**src/rtl/uart_tx_fifo.sv**
```systemverilog
// Byte FIFO in front of the UART transmitter: buffers producer bytes and
// launches them one start pulse at a time, waiting for tx_finish between frames.
module uart_tx_fifo #(
    parameter int DEPTH  = 16,
    parameter int ADDR_W = 4
) (
    input  logic              clk,
    input  logic              rst_n,
    input  logic              wr_en,
    input  logic [7:0]        wr_data,
    output logic              full,
    output logic              empty,
    output logic [ADDR_W:0]   count,
    output logic              overflow,
    output logic              busy,
    output logic              tx_start,
    output logic [7:0]        tx_data,
    input  logic              tx_finish
);

    localparam logic [1:0] S_IDLE  = 2'd0;
    localparam logic [1:0] S_START = 2'd1;
    localparam logic [1:0] S_WAIT  = 2'd2;

    localparam logic [ADDR_W:0] DEPTH_C = (ADDR_W + 1)'(DEPTH);

    logic [7:0]        mem [DEPTH];
    logic [ADDR_W-1:0] wr_ptr_reg, wr_ptr_next;
    logic [ADDR_W-1:0] rd_ptr_reg, rd_ptr_next;
    logic [ADDR_W:0]   count_reg, count_next;
    logic [1:0]        state_reg, state_next;
    logic              tx_start_reg, tx_start_next;
    logic [7:0]        tx_data_reg;
    logic              overflow_reg, overflow_next;
    logic              push, pop;

    assign full  = (count_reg == DEPTH_C);
    assign empty = (count_reg == '0);
    assign busy  = (state_reg != S_IDLE) || !empty;

    // full is the pre-edge value, so a push while full is dropped even if a pop
    // frees a slot on the same edge.
    assign push = wr_en && !full;
    assign pop  = (state_reg == S_IDLE) && !empty;

    always_comb begin
        wr_ptr_next   = wr_ptr_reg;
        rd_ptr_next   = rd_ptr_reg;
        count_next    = count_reg;
        overflow_next = overflow_reg;
        if (push) begin
            wr_ptr_next = wr_ptr_reg + 1'b1;
        end
        if (wr_en && full) begin
            overflow_next = 1'b1;
        end
        if (pop) begin
            rd_ptr_next = rd_ptr_reg + 1'b1;
        end
        case ({push, pop})
            2'b10:   count_next = count_reg + 1'b1;
            2'b01:   count_next = count_reg - 1'b1;
            default: count_next = count_reg;
        endcase
    end

    always_comb begin
        state_next    = state_reg;
        tx_start_next = tx_start_reg;
        case (state_reg)
            S_IDLE: begin
                if (!empty) begin
                    tx_start_next = 1'b1;
                    state_next    = S_START;
                end
            end
            S_START: begin
                tx_start_next = 1'b0;
                state_next    = S_WAIT;
            end
            S_WAIT: begin
                if (tx_finish) begin
                    state_next = S_IDLE;
                end
            end
            default: begin
                tx_start_next = 1'b0;
                state_next    = S_IDLE;
            end
        endcase
    end

    // Storage array is never reset so it can map onto block RAM.
    always_ff @(posedge clk) begin
        if (push) begin
            mem[wr_ptr_reg] <= wr_data;
        end
    end

    always_ff @(posedge clk or negedge rst_n) begin
        if (!rst_n) begin
            wr_ptr_reg   <= '0;
            rd_ptr_reg   <= '0;
            count_reg    <= '0;
            state_reg    <= S_IDLE;
            tx_start_reg <= 1'b0;
            tx_data_reg  <= 8'h00;
            overflow_reg <= 1'b0;
        end else begin
            wr_ptr_reg   <= wr_ptr_next;
            rd_ptr_reg   <= rd_ptr_next;
            count_reg    <= count_next;
            state_reg    <= state_next;
            tx_start_reg <= tx_start_next;
            overflow_reg <= overflow_next;
            if (pop) begin
                tx_data_reg <= mem[rd_ptr_reg];
            end
        end
    end

    assign count    = count_reg;
    assign overflow = overflow_reg;
    assign tx_start = tx_start_reg;
    assign tx_data  = tx_data_reg;

endmodule

```
**config.mk**
```make
export PLATFORM = sky130hd
export DESIGN_NAME = uart_tx_fifo
export DESIGN_NICKNAME = d
export VERILOG_FILES = /design/src/rtl/uart_tx_fifo.sv
export SDC_FILE = /design/constraint.sdc
export NUM_CORES = 1
export LEC_CHECK = 0
export CAP_MARGIN = 0
export CORE_ASPECT_RATIO = 2
export CORE_MARGIN = 3
export CORE_UTILIZATION = 59
export CTS_CLUSTER_DIAMETER = 40
export DETAILED_ROUTE_END_ITERATION = 8
export PLACE_DENSITY = 0.84
export RECOVER_POWER = 100
export SLEW_MARGIN = 10
export SYNTH_ARGS = -nofsm -noshare
export SYNTH_HDL_FRONTEND = slang
export SYNTH_SLANG_ARGS = --single-unit
```
**constraint.sdc**
```tcl
create_clock -name clk -period 3.9 [get_ports clk]
set_clock_uncertainty 0.2 [all_clocks]
set_input_delay 0.78 -clock clk [delete_from_list [all_inputs] [get_ports clk]]
set_output_delay 0.78 -clock clk [all_outputs]
set_load 0.01 [all_outputs]
```
Figure 1. Signal wires by layer (run 1).
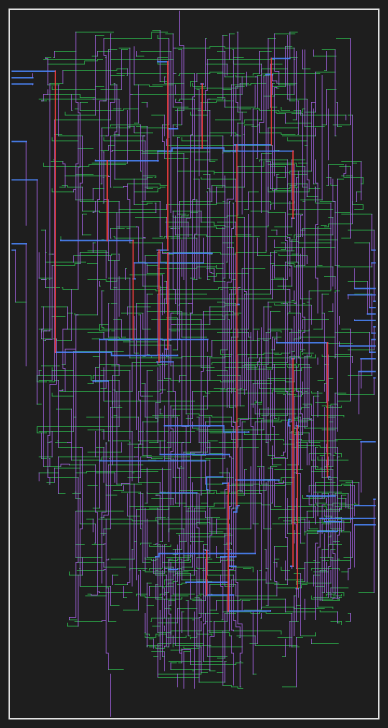
| color | layer | wire length |
|---|---|---|
| purple | met2 | 6980 µm |
| red | met4 | 450 µm |
| green | met1 | 4140 µm |
| blue | met3 | 412 µm |
total routing usage reported by global routing: 22.5%
total wirelength of the detailed-routed design: 12.0 mm
total vias in the final route: 3159

Figure 2. M1 wires (run 1).
Supply wires on this layer in gray.
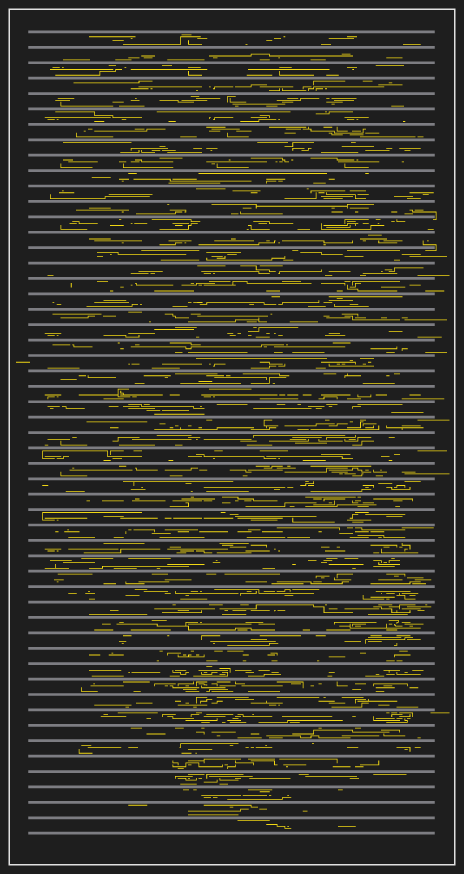
longest straight run: 23.5 µm
share of all routed wire: 35%
main direction: horizontal
nets with wire on the layer: 367
global routing met1 resource utilization: 22.6%

Figure 3. Placed standard cells (run 1).
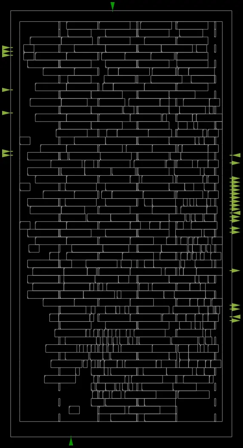
core region area: 10100 µm²
fill count: 645
sequential cell count: 153
Rows: 52

==> flow_metrics.tcl, run 1 <==
# collected from the flow reports
set metrics [dict create \
    ffs_latches_synth 153 \
    combinationalPower_mw 1.61 \
    slew_limit_headroom_pct 10.6 \
    report.final.slew_viol_count 0 \
    internal_power_mw 3.81 \
    worst-path-buf-inv 1 \
    tightestPinTransition_ps 1340 \
    yosysSeqAreaShare_pct 72.3 \
    htree_depth 4 \
    ys.warnings.count 0 \
    clock_area_share_pct 8.18 \
    post_layout_nonfiller_instances 525 \
    design.die.area_um2 11800 \
    finish.instance_area_um2 7210 \
    cp_cell_instances "or4_4 > o21ai_4 > inv_2 > ha_1 > xor2_1 > ha_1 > a21o_1 > a22oi_1 > nor3_1 > a2111oi_0" \
    design.portCount 30 \
    arrival_ps 3600 \
    non_clock_buffer_area_share_pct 5.23 \
    layout.cells.most_common "edfxtp_1" \
    drive_above_1_share_pct 19.7 \
    nonClockBufferCount 49 \
    gate_count_of_the_mapped_netlist 326 \
    pwr_density_cell_nw_per_um2 772 \
    final_critical_path_setup_slack_ps 403 \
    antenna_violations_before_repair 0 \
    timing.critical_path.slowest_stage_cell "or4_4" \
    critical_path.most_common_cell "ha_1" \
    power.sequential.fraction_pct 41.7 \
    buffer_ports.inserted 29 \
    die.size.y_um 151 \
    finalWorstPathRequiredPeriod_ps 3500 \
    comb_cells 148 \
    seqAreaFraction_pct 62.0 \
    layout.cells.most_common_list "edfxtp_1 (128), mux4_2 (32), dlygate4sd3_1 (29), dfrtp_1 (24), nand2_1 (19)" \
    regToRegSetupSlack_ps 400 \
    crit_family "AND-OR/OR-AND gates" \
    max_clock_freq_ghz 0.286 \
    antenna-diode-count 0 \
    start_kind "register" \
    most_numerous_cell_types_in_the_synthesized_netlist "edfxtp_1 (128), mux4_2 (32), dfrtp_1 (25)" \
    max-vdd-ir-drop_uv 444 \
    synth_area_leader_cell "edfxtp_1" \
    multi_input_gate_area_in_the_final_layout_um2 1570 \
    synth-edff-count 128 \
    routabilityCongestion 0.772 \
    num-nonclk-inverters 8 \
    combPwrFrac_pct 29.0 \
    worstPathRequired_ps 4000 \
    tritoncts_clock_tree "yes" \
    start_point_of_the_critical_path "count[2]" \
    cts.path.max_buffers 2 \
    dieWidth_um 78.4 \
    floorplan.initialDensity_pct 60.9 \
    cts_made_buffers 17 \
    first_global_vias 3441 \
    min-delay-start "overflow" \
    clock_sinks 153 \
    placed_cell_area_um2 6700 \
    syn_area_per_cell_um2 19.0 \
    synth_top_flop_cell "edfxtp_1" \
    hold_violations 0 \
    wire_length_per_cell_um 22.8 \
    placed_cells 493 \
    synth_top_cell_by_count "edfxtp_1" \
    nets 397 \
    design_power_total_mw 5.56 \
    min_path_cells 1 \
    dr.first_iter.drc_count 167 \
    layout.clock_buffers 18 \
    ys_top_cells_by_area "edfxtp_1 (62%), mux4_2 (12%), dfrtp_1 (10%)" \
    fin_hold_ws_ps 269 \
    r2r_end "count[4]" \
    outcome "finished clean" \
    setup_tns_ps 0 \
    post-cts-setup-buffer-count 0 \
    synth-cells-yosys 326 \
    finish.utilization_pct 71.0 \
    grt_start_max_net_pins 34 \
    hold_path.class "register to register" \
    worst_r2r_startpoint "count[2]" \
    ff_latch_area_um2 4470 \
    vias_per_cell 6.02 \
    clk_pin_slew_ps 60 \
    cts_hold_repair.buffers 0 \
    crit_path_end_kind "register" \
    synth_chip_area_um2 6180 \
    worst-path-max-fanout 13 \
    largestPowerGroup "sequential cells" \
    cts-resized-gates 0 \
    static-leakage-power_nw 2.48 \
    drv.max_cap_violation_count 0 \
    flow.area_growth_from_synthesis_pct 16.6 \
    combAreaFraction_pct 21.8 \
    yosysUniqueCellTypes 37 \
    synthDominantCellAreaShare_pct 62.2 \
    n_tap_cell 135 \
    clockPowerShare_pct 29.3 \
    worstHoldEndpoint "overflow" \
    drt_drc_violations_left 0 \
    cpPeakStageDelay_ps 620 \
    grt_setup_unrepaired "no" \
    fp_nets 346 \
    clkLatencyLatePin_ps 420 \
    setup_violations 0 \
    drt_pass1_iterations 4 \
    hpwl_mm 7.78 \
    log.warning_count 30 \
    number_of_cells_on_the_worst_reg_to_reg_path 10 \
    pwr.group.clock_mw 1.63 \
    fin_crit_sh_pct 89.7 \
    pre_cts_ws_ps 429 \
    grt_pass1_wl_mm 18.8 \
    crit_path_end "count[4]" \
    async_sr_flop_fraction_pct 16.3 \
    netlist_area_um2 6180 \
    biggestCellCategory "registers" \
    largest_register_ff_count 128 \
    detail-route-antenna-nets 0 \
    sw_frac_of_total_pct 31.6 \
    power_in_sequential_cells_mw 2.32 \
    global_route.overflow_total 0 \
    critical_path_start_end_classification "register to register" \
    net_switching_power_mw 1.76 \
    critical_path_cell_count 10 \
    clockRootBuffer "clkbuf_16" \
]
[run 1: layer usage]
layer	wire length (µm)	vias up	GRT usage (%)
met4	449	0	11.6
met1	4140	1627	22.6
li1	-	1400	-
met2	6980	98	41.7
met3	411	34	5.87
met5	0	-	0
[run 1: kinds of logic (layout without fill, tap and decap cells)]
logic type,after synthesis,after routing,synth area share (%)
flops,153,153,72.3
buf+inv,25,89,1.94
simple gates,56,56,4.23
xor+xnor,11,11,1.56
mux,50,50,14.6
fa+ha+maj,8,8,1.62
compound gates,23,23,3.75
[run 1: worst reg2reg max path, delay by kind of cell (launching register included)]
family	cells	cell delay, ps
compound gates	4	1060
simple gates	2	700
fa+ha+maj	2	580
flops	1	490
xor+xnor	1	200
buf+inv	1	150
## Run 2: what changed since run 1
--- a/config.mk
+++ b/config.mk
@@ -7,12 +7,13 @@
 export LEC_CHECK = 0
 export CAP_MARGIN = 0
 export CORE_ASPECT_RATIO = 2
-export CORE_MARGIN = 3
+export CORE_MARGIN = 1.5
 export CORE_UTILIZATION = 59
 export CTS_CLUSTER_DIAMETER = 40
 export DETAILED_ROUTE_END_ITERATION = 8
 export PLACE_DENSITY = 0.84
 export RECOVER_POWER = 100
+export SKIP_CTS_REPAIR_TIMING = 1
 export SLEW_MARGIN = 10
 export SYNTH_ARGS = -nofsm -noshare
 export SYNTH_HDL_FRONTEND = slang
Figure 4. Signal wires by layer (run 2).
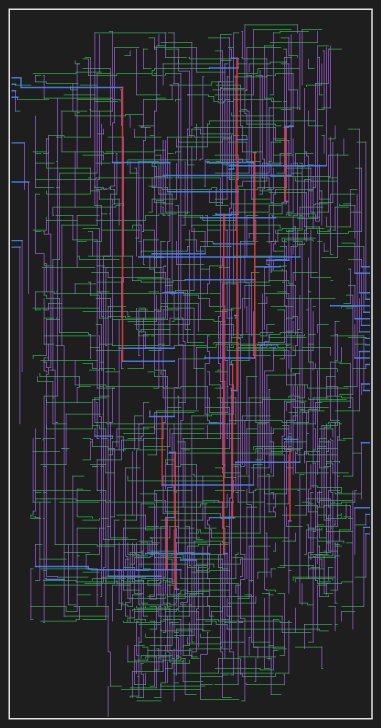
| color | layer | wire length |
|---|---|---|
| blue | met3 | 434 µm |
| purple | met2 | 7160 µm |
| green | met1 | 4180 µm |
| red | met4 | 356 µm |
wire length per cell: 23.2 µm
total routing usage reported by global routing: 24.5%
total wirelength of the detailed-routed design: 12.1 mm
total vias in the final route: 3115

==> flow_metrics.tcl, run 2 <==
# collected from the flow reports
set metrics [dict create \
    buffer_ports.inserted 29 \
    most_numerous_cell_types_in_the_synthesized_netlist "edfxtp_1 (128), mux4_2 (32), dfrtp_1 (25)" \
    combPwrFrac_pct 27.5 \
    rows 52 \
    outcome "finished clean" \
    drt_drc_violations_left 0 \
    yosysSeqAreaShare_pct 72.3 \
    r2r_end "count[4]" \
    hpwl_mm 8.13 \
    placed_cell_area_um2 6680 \
    synth_top_flop_cell "edfxtp_1" \
    pre_cts_ws_ps 362 \
    antenna_violations_before_repair 0 \
    crit_family "AND-OR/OR-AND gates" \
    met3_wirelength_from_detailed_routing_um 433 \
    start_point_of_the_critical_path "count[2]" \
    grt_setup_unrepaired "no" \
    placed_cells 490 \
    max-vdd-ir-drop_uv 461 \
    synthDominantCellAreaShare_pct 62.2 \
    min-delay-start "overflow" \
    synth_area_leader_cell "edfxtp_1" \
    worst-path-buf-inv 1 \
    gate_count_of_the_mapped_netlist 326 \
    log.warning_count 30 \
    crit_path_end_kind "register" \
    final_critical_path_setup_slack_ps 305 \
    pwr_density_cell_nw_per_um2 783 \
    design.die.area_um2 11100 \
    vias_per_cell 5.97 \
    synth-cells-yosys 326 \
    combAreaFraction_pct 21.5 \
    dr.first_iter.drc_count 187 \
    filler_cell_count 668 \
    async_sr_flop_fraction_pct 16.3 \
    hold_violations 0 \
    arrival_ps 3690 \
    grt_pass1_wl_mm 18.7 \
    routedLengthMet1_mm 4.18 \
    post_synth_xor_area_fraction_pct 1.56 \
    dieWidth_um 75.4 \
    non_clock_buffer_area_share_pct 5.07 \
    global_route.usage.met3_pct 6.13 \
    seqAreaFraction_pct 62.0 \
    finalWorstPathRequiredPeriod_ps 3600 \
    worstPathRequired_ps 3990 \
    ys_top_cells_by_area "edfxtp_1 (62%), mux4_2 (12%), dfrtp_1 (10%)" \
    critical_path_start_end_classification "register to register" \
    ffs_latches_synth 153 \
    layout.cells.most_common_list "edfxtp_1 (128), mux4_2 (32), dlygate4sd3_1 (29), dfrtp_1 (25), nand2_1 (19)" \
    multi_input_gate_area_in_the_final_layout_um2 1550 \
    finish.instance_area_um2 7210 \
    biggestCellCategory "registers" \
    busiest_layer_in_global_routing "met2" \
    cts_made_buffers 17 \
    fin_hold_ws_ps 251 \
    power.sequential.fraction_pct 41.9 \
    num-nonclk-inverters 8 \
    ys_sh_simple_pct 4.23 \
    critical_path_cell_count 10 \
    routabilityCongestion 0.789 \
    grt.met2_usage_pct 43.0 \
    synth.mux.area_fraction_pct 14.6 \
    setup_violations 0 \
    critical_path.most_common_cell "ha_1" \
    syn_area_per_cell_um2 19.0 \
    slew_limit_headroom_pct 11.8 \
    design_power_total_mw 5.65 \
    clkLatencyLatePin_ps 420 \
    grt_start_max_net_pins 26 \
    clockRootBuffer "clkbuf_16" \
    synth_area_in_adders_pct 1.62 \
    tritoncts_clock_tree "yes" \
    flow.area_growth_from_synthesis_pct 16.7 \
    netlist_area_um2 6180 \
    crit_path_end "count[4]" \
    nonClockBufferCount 46 \
    detail-route-antenna-nets 0 \
    regToRegSetupSlack_ps 300 \
    fp_nets 346 \
    timing.critical_path.slowest_stage_cell "or4_1" \
    synth_chip_area_um2 6180 \
    setup_tns_ps 0 \
    worst-path-max-fanout 13 \
    synthAoiAreaFrac_pct 3.74 \
    number_of_cells_on_the_worst_reg_to_reg_path 10 \
    tightestPinTransition_ps 1320 \
    cts.path.max_buffers 2 \
    internal_power_mw 3.92 \
    clk_pin_slew_ps 60 \
    clockPowerShare_pct 30.5 \
    comb_cells 148 \
    sw_frac_of_total_pct 30.6 \
    synth.comb.largest_family "multiplexers" \
    clock_sinks 153 \
    report.final.slew_viol_count 0 \
    fin_crit_sh_pct 92.2 \
    yosysUniqueCellTypes 37 \
    ys.warnings.count 0 \
    gr-usage-met1_pct 26.2 \
    worstHoldEndpoint "overflow" \
    max_clock_freq_ghz 0.278 \
    topRoutingLayerUsed "met4" \
    sequential_cell_count 153 \
    drt_pass1_iterations 4 \
    ff_latch_area_um2 4470 \
    n_tap_cell 135 \
    layout.clock_buffers 19 \
    first_global_vias 3424 \
    routed-wl-met2_mm 7.16 \
    synth_top_cell_by_count "edfxtp_1" \
    clock_area_share_pct 8.66 \
    global_route.overflow_total 0 \
    drive_above_1_share_pct 18.3 \
    min_path_cells 1 \
    finish.utilization_pct 71.1 \
    floorplan.initialDensity_pct 60.9 \
    fp.coreArea_um2 10100 \
    die.size.y_um 148 \
    htree_depth 4 \
]
[run 2: cell types whose count changed in the layout (fill, tap and decap cells not counted), sizes merged]
cell	change
clkinvlp	-1
clkbuf	-2
clkinv	+1
bufinv	+2
inv	-3
[run 2: power by group through the flow]
| stage | Sequential, mW | Combinational, mW | Clock (mW) |
|---|---|---|---|
| floorplan | 2.22 | 1.30 | 0 |
| global placement | 2.37 | 1.59 | 0 |
| detailed placement | 2.40 | 1.66 | 0 |
| CTS | 2.38 | 1.68 | 1.74 |
| global route | 2.41 | 1.69 | 1.82 |
| finish | 2.37 | 1.56 | 1.72 |
## Run 3: what changed since run 2
--- a/config.mk
+++ b/config.mk
@@ -11,7 +11,7 @@
 export CORE_UTILIZATION = 59
 export CTS_CLUSTER_DIAMETER = 40
 export DETAILED_ROUTE_END_ITERATION = 8
-export PLACE_DENSITY = 0.84
+export PLACE_DENSITY = 0.78
 export RECOVER_POWER = 100
 export SKIP_CTS_REPAIR_TIMING = 1
 export SLEW_MARGIN = 10
Figure 5. Routed metal per tile (run 3).
The die is cut into 15 by 30 equal tiles; black is low, pale yellow is high, scaled to the fullest tile. Values are wire area over tile area, all layers added.
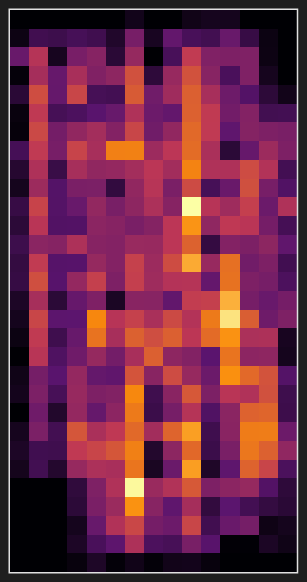
mean over tiles: 0.15
fullest tile: 0.47
densest ninth of the die: center
tiles over half the peak: 20%
total routing usage reported by global routing: 22.2%
total wirelength of the detailed-routed design: 11.0 mm
wire length per cell: 21.0 µm

==> flow_metrics.tcl, run 3 <==
# collected from the flow reports
set metrics [dict create \
    grt_pass1_wl_mm 17.0 \
    yosysSeqAreaShare_pct 72.3 \
    flow.area_growth_from_synthesis_pct 15.6 \
    detail-route-antenna-nets 0 \
    tritoncts_clock_tree "yes" \
    r2r_end "count[4]" \
    hold_path.class "register to register" \
    fp.coreArea_um2 10100 \
    finish.instance_area_um2 7150 \
    crit_path_end_kind "register" \
    hpwl_mm 7.60 \
    num-nonclk-inverters 8 \
    power_in_sequential_cells_mw 2.37 \
    non_clock_buffer_area_share_pct 5.29 \
    ys.warnings.count 0 \
    pwr_density_cell_nw_per_um2 756 \
    synth-cells-yosys 326 \
    design_power_total_mw 5.40 \
    finalWorstPathRequiredPeriod_ps 3580 \
    log.warning_count 30 \
    report.final.slew_viol_count 0 \
    drt_pass1_iterations 4 \
    power.sequential.fraction_pct 43.8 \
    outcome "finished clean" \
    topRoutingLayerUsed "met4" \
    cts_made_buffers 17 \
    crit_family "AND-OR/OR-AND gates" \
    worst-path-buf-inv 1 \
    busiest_layer_in_global_routing "met2" \
    critical_path_start_end_classification "register to register" \
    cp_cell_instances "or4_1 > o21ai_4 > inv_2 > ha_1 > xor2_1 > ha_1 > a21o_1 > a22oi_1 > nor3_1 > a2111oi_0" \
    drt_drc_violations_left 0 \
    start_point_of_the_critical_path "count[2]" \
    clkLatencyLatePin_ps 420 \
    vias_per_cell 5.86 \
    slew_limit_headroom_pct 8.83 \
    met3_wirelength_from_detailed_routing_um 368 \
    layout.clock_buffers 18 \
    combinationalPower_mw 1.52 \
    crit_path_end "count[4]" \
    pre_cts_ws_ps 435 \
    largest_register_ff_count 128 \
    clock_area_share_pct 7.70 \
    routed-wl-met2_mm 6.35 \
    cts.path.max_buffers 2 \
    n_tap_cell 135 \
    max-vdd-ir-drop_uv 458 \
    min-delay-start "overflow" \
    pwr.group.clock_mw 1.51 \
    post_layout_nonfiller_instances 522 \
    synth_top_flop_cell "edfxtp_1" \
    yosysUniqueCellTypes 37 \
    timing.critical_path.slowest_stage_cell "or4_1" \
    biggestCellCategory "registers" \
    ff_latch_area_um2 4470 \
    layout.cells.most_common_list "edfxtp_1 (128), mux4_2 (32), dlygate4sd3_1 (29), dfrtp_1 (24), nand2_1 (20)" \
    clockRootBuffer "clkbuf_16" \
    critical_path_cell_count 10 \
    number_of_cells_on_the_worst_reg_to_reg_path 10 \
    nonClockBufferCount 46 \
    async_sr_flop_fraction_pct 16.3 \
    dr.first_iter.drc_count 140 \
    placed_cells 490 \
    start_kind "register" \
    max_clock_freq_ghz 0.280 \
    min_path_cells 1 \
    routedLengthMet1_mm 3.96 \
    drv.max_cap_violation_count 0 \
    final_critical_path_setup_slack_ps 325 \
    sequential_cell_count 153 \
    floorplan.initialDensity_pct 60.9 \
    largestPowerGroup "sequential cells" \
    first_global_vias 3261 \
    dieWidth_um 75.4 \
    setup_violations 0 \
    htree_depth 4 \
    synth_area_leader_cell "edfxtp_1" \
    worstHoldEndpoint "overflow" \
    clockPowerShare_pct 28.0 \
    regToRegSetupSlack_ps 320 \
    internal_power_mw 3.72 \
    design.portCount 30 \
    fp_nets 346 \
    syn_area_per_cell_um2 19.0 \
    die.size.y_um 148 \
    placed_cell_area_um2 6690 \
    design.die.area_um2 11100 \
    static-leakage-power_nw 2.46 \
    global_route.overflow_total 0 \
    fin_hold_ws_ps 266 \
    combPwrFrac_pct 28.2 \
    tightestPinTransition_ps 1370 \
    synthDominantCellAreaShare_pct 62.2 \
    net_switching_power_mw 1.68 \
    clock_sinks 153 \
    cpPeakStageDelay_ps 650 \
    antenna_violations_before_repair 0 \
    ffs_latches_synth 153 \
    filler_cell_count 657 \
    synth-edff-count 128 \
    drive_above_1_share_pct 18.1 \
    ys_top_cells_by_area "edfxtp_1 (62%), mux4_2 (12%), dfrtp_1 (10%)" \
    setup_tns_ps 0 \
    grt_start_max_net_pins 26 \
    combAreaFraction_pct 21.7 \
    grt_setup_unrepaired "no" \
    antenna-diode-count 0 \
    multi_input_gate_area_in_the_final_layout_um2 1550 \
    global_route.usage.met3_pct 5.04 \
    buffer_ports.inserted 29 \
    nets 394 \
    worst-path-max-fanout 13 \
    netlist_area_um2 6180 \
    worstPathRequired_ps 3980 \
    layout.cells.most_common "edfxtp_1" \
    synth_top_cell_by_count "edfxtp_1" \
    hold_violations 0 \
    routabilityCongestion 0.798 \
    clk_pin_slew_ps 60 \
    worst_r2r_startpoint "count[2]" \
    sw_frac_of_total_pct 31.1 \
    critical_path.most_common_cell "ha_1" \
    vias 3061 \
    synth_chip_area_um2 6180 \
    fin_crit_sh_pct 91.7 \
    gate_count_of_the_mapped_netlist 326 \
    rows 52 \
    seqAreaFraction_pct 62.6 \
    finish.utilization_pct 70.4 \
    comb_cells 148 \
    arrival_ps 3660 \
    grt.met2_usage_pct 39.3 \
    most_numerous_cell_types_in_the_synthesized_netlist "edfxtp_1 (128), mux4_2 (32), dfrtp_1 (25)" \
    gr-usage-met1_pct 23.8 \
]
-- run 3: cell types whose count changed in the layout (fill, tap and decap cells not counted), sizes merged --
cell	before	now
bufinv	4	1
clkinv	3	6
clkbuf	33	32
clkinvlp	2	3
-- run 3: kinds of logic after synthesis --
logic type	count (synthesis)	synth area share, %
buffers and inverters	25	1.94
and+or+nand+nor	56	4.23
AOI/OAI and AO/OA	23	3.75
adders and majority gates	8	1.62
xor gates and xnor gates	11	1.56
muxes	50	14.6
DFF	153	72.3
-- run 3: worst reg2reg max path: stages (launching register included) --
cell       delay [ps]
dfrtp_1           480
or4_1             650
o21ai_4           350
inv_2             140
ha_1              310
xor2_1            210
ha_1              240
a21o_1            200
a22oi_1           240
nor3_1             80
a2111oi_0         340
Power figures rest on the tool's default switching activity, not on a simulated workload.
